==> config.mk <==
export PLATFORM = sky130hd
export DESIGN_NAME = memory_stage_v2
export DESIGN_NICKNAME = d
export VERILOG_FILES = /design/src/rtl/memory_stage_v2.sv
export SDC_FILE = /design/constraint.sdc
export NUM_CORES = 1
export LEC_CHECK = 0
export ABC_AREA = 1
export CORE_MARGIN = 1
export CORE_UTILIZATION = 39
export DETAILED_ROUTE_END_ITERATION = 7
export GPL_TIMING_DRIVEN = 0
export PLACE_DENSITY = 0.77
export SETUP_SLACK_MARGIN = 0.2
export SYNTH_ARGS = -nofsm -noshare
export SYNTH_HDL_FRONTEND = slang
export SYNTH_SLANG_ARGS = --single-unit
==> constraint.sdc <==
create_clock -name clk -period 2.23 [get_ports clk]
set_input_delay 0.3345 -clock clk [delete_from_list [all_inputs] [get_ports clk]]
set_output_delay 0.3345 -clock clk [all_outputs]
set_load 0.005 [all_outputs]
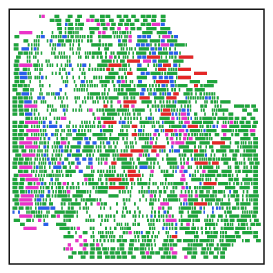
Fig. 1. Drive-strength map (run 1).
(1.5 px per um)
legend:
  drive 1 or less:
    color: green
    cells: 1,768
    most_used: nand2_1
  drive 3 to 4:
    color: magenta
    cells: 106
    most_used: buf_4
  drive 6 and up:
    color: red
    cells: 43
    most_used: clkbuf_16
  drive 2:
    color: blue
    cells: 162
    most_used: a21oi_2
Signal buffers: 414
P&R area growth vs syn: 43.7%
setup ws final: 225 ps
cell area after layout: 0.0156 sq mm

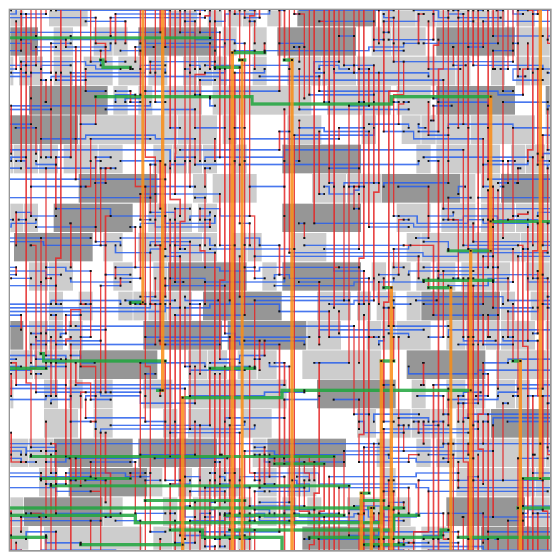
Fig. 2. Layout detail (run 1).
Window x 59 to 109, y 93 to 143 um. Cells in gray, sequential cells in the stronger gray; small squares are vias.
legend:
  met2:
    color: red
  met3:
    color: green
  met4:
    color: orange
  met1:
    color: blue
most frequent: nand2_1 (42), dfxtp_1 (32), o21ai_0 (24)
cells with their middle in the window: 234
sequential cells in the window: 32

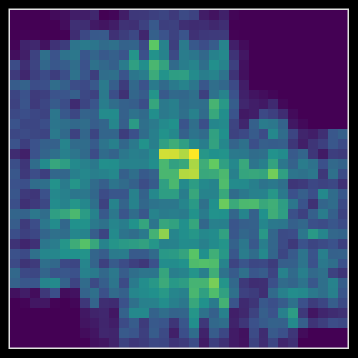
Fig. 3. Routed metal per tile (run 1).
(2 px per um) 34 x 34 tiles, from dark purple (low) to yellow (high), scaled to the fullest tile. Values are wire area over tile area, all layers added.
mean over tiles: 0.24
tiles over half the peak: 12%
nearly empty tiles: 15%
fullest tile: 0.85
routed len/inst: 17.2 um
Total Routing Usage GR: 0.288
WL final: 42.2 mm
via count: 12,600

==> impl_metrics.env, run 1 <==
# flow metrics
export IMPL_flops=165
export IMPL_dp_slack_ps=-784
export IMPL_comb_power_share=0.320
export IMPL_fillCellCount=2580
export IMPL_tightest_slew_ps=850
export IMPL_drv_cap=0
export IMPL_met3_usage=0.0381
export IMPL_layout_top_cell="nand2_1"
export IMPL_antenna_left=0
export IMPL_status="finished, final reports clean"
export IMPL_drtIter0Drc=1088
export IMPL_crit_path_end_kind="flip-flop"
export IMPL_final_core_util=0.575
export IMPL_io_pins=286
export IMPL_final_cell_mix="526 x nand2_1, 269 x clkdlybuf4s50_1, 205 x inv_1, 165 x dfxtp_1"
export IMPL_ys_sh_xor=0.0129
export IMPL_hold_depth=4
export IMPL_cpMaxStageDelayCell="fa_2"
export IMPL_dieArea_sq_mm=0.0285
export IMPL_comb_cell_power_mw=3.02
export IMPL_start_kind="input pin"
export IMPL_relSlewSlack=0.433
export IMPL_synth_avg_cell_area_sq_um=6.23
export IMPL_fa_ha_area_frac=0.0399
export IMPL_wl_met3_mm=3.10
export IMPL_worst_path_buf_inv=4
export IMPL_required_ps=2600
export IMPL_internal_power_mw=6.20
export IMPL_seqPwrFrac=0.354
export IMPL_switching_share=0.343
export IMPL_clockBufferDepth=2
export IMPL_cts_resized=31
export IMPL_p_leak_nw=7.16
export IMPL_postPlaceCellArea_sq_mm=0.0142
export IMPL_fmax_mhz=499
export IMPL_first_global_vias=12100
export IMPL_edf_count=0
export IMPL_clock_latency_ps=440
==> run 1 -> run 2 <==
--- a/config.mk
+++ b/config.mk
@@ -5,12 +5,11 @@
 export SDC_FILE = /design/constraint.sdc
 export NUM_CORES = 1
 export LEC_CHECK = 0
-export ABC_AREA = 1
 export CORE_MARGIN = 1
 export CORE_UTILIZATION = 39
 export DETAILED_ROUTE_END_ITERATION = 7
 export GPL_TIMING_DRIVEN = 0
-export PLACE_DENSITY = 0.77
+export PLACE_DENSITY = 0.78
 export SETUP_SLACK_MARGIN = 0.2
 export SYNTH_ARGS = -nofsm -noshare
 export SYNTH_HDL_FRONTEND = slang
==> impl_metrics.env, run 2 <==
# flow metrics
export IMPL_clockBufferDepth=2
export IMPL_setup_viol=41
export IMPL_n_all_buffers=534
export IMPL_dieArea_sq_mm=0.0258
export IMPL_cts_resized=349
export IMPL_worst_slack_ps=-649
export IMPL_fmax_mhz=347
export IMPL_dp_slack_ps=-1150
export IMPL_drcViolationCount=3
export IMPL_syn_to_final_growth_pct=71.3
export IMPL_worst_path_buf_inv=2
export IMPL_cpMaxStageDelayCell="a222oi_1"
export IMPL_crit_path_end_kind="flip-flop"
export IMPL_violations="design-rule violations, negative setup slack"
export IMPL_hold_depth=2
export IMPL_tightest_slew_ps=972
export IMPL_required_ps=2520
export IMPL_io_pins=286
export IMPL_start_kind="flip-flop"
export IMPL_vias=12500
export IMPL_wl_mm=48.0
export IMPL_clock_latency_ps=450
export IMPL_antenna_left=0
export IMPL_status="finished with violations"
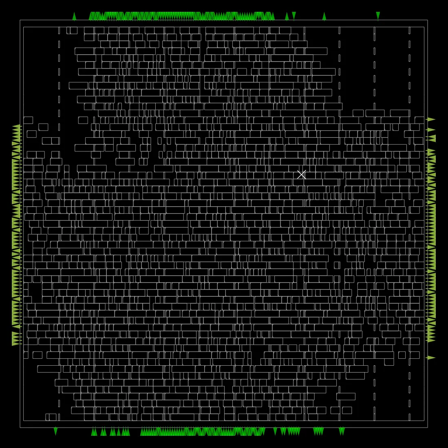
Fig. 4. Placed standard cells (run 2).
Finished Core Util: 0.686
sequential cell area share: 0.198
core box area: 0.0245 sq mm
row cnt: 57

==> run 2 -> run 3 <==
--- a/config.mk
+++ b/config.mk
@@ -11,6 +11,7 @@
 export GPL_TIMING_DRIVEN = 0
 export PLACE_DENSITY = 0.78
 export SETUP_SLACK_MARGIN = 0.2
+export SLEW_MARGIN = 20
 export SYNTH_ARGS = -nofsm -noshare
 export SYNTH_HDL_FRONTEND = slang
 export SYNTH_SLANG_ARGS = --single-unit
==> impl_metrics.env, run 3 <==
# flow metrics
export IMPL_row_count=57
export IMPL_clockBufferDepth=2
export IMPL_tightest_slew_ps=972
export IMPL_p_leak_nw=6.55
export IMPL_core_area_sq_mm=0.0245
export IMPL_switching_share=0.342
export IMPL_wire_per_inst_um=23.8
export IMPL_grt_util_all_layers=0.327
export IMPL_ys_sh_xor=0.0349
export IMPL_met3_usage=0.0622
export IMPL_crit_path_end_kind="flip-flop"
export IMPL_required_ps=2520
export IMPL_worst_path_buf_inv=2
export IMPL_synth_area_sq_mm=0.00980
export IMPL_io_pins=286
export IMPL_drcViolationCount=3
export IMPL_n_all_buffers=534
export IMPL_relSlewSlack=0.352
export IMPL_synth_top_cell_by_area="dfxtp_1"
export IMPL_min_path_type="input pin to flip-flop"
export IMPL_grt_max_degree=17
export IMPL_yosys_area_share_aoi=0.260
export IMPL_dieArea_sq_mm=0.0258
export IMPL_start_kind="flip-flop"
export IMPL_first_global_vias=11300
export IMPL_drv_cap=0
export IMPL_worst_slack_ps=-649
export IMPL_violations="design-rule violations, negative setup slack"
export IMPL_edf_count=0
export IMPL_hold_depth=2
export IMPL_wl_met3_mm=5.70
export IMPL_status="finished with violations"
export IMPL_cts_resized=349
export IMPL_cpMaxStageDelayCell="a222oi_1"
export IMPL_period_used=1.29
export IMPL_comb_power_share=0.366
export IMPL_antenna_left=0
export IMPL_final_core_util=0.686
export IMPL_setup_viol=41
export IMPL_wl_mm=48.0
export IMPL_common_cells="192 x nand2_1, 165 x dfxtp_1, 116 x nor2_1"
export IMPL_final_cell_mix="230 x clkdlybuf4s50_1, 161 x nand2_1, 156 x dfxtp_1, 109 x buf_4, 80 x nor2_1"
export IMPL_fmax_mhz=347
export IMPL_vias=12500
export IMPL_drtIter0Drc=1717
export IMPL_postPlaceCellArea_sq_mm=0.0132
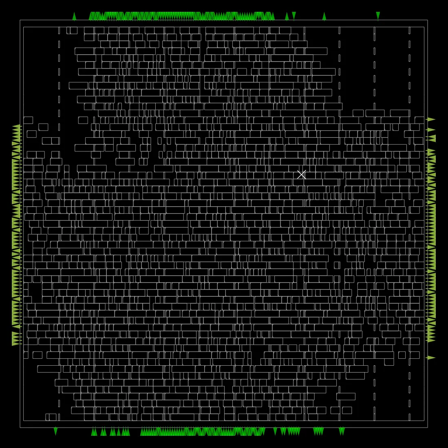
Fig. 5. Placed standard cells (run 3).
fill count: 1,793
# Taps: 324
Seq cells: 165
non-filler cells, final: 2,018

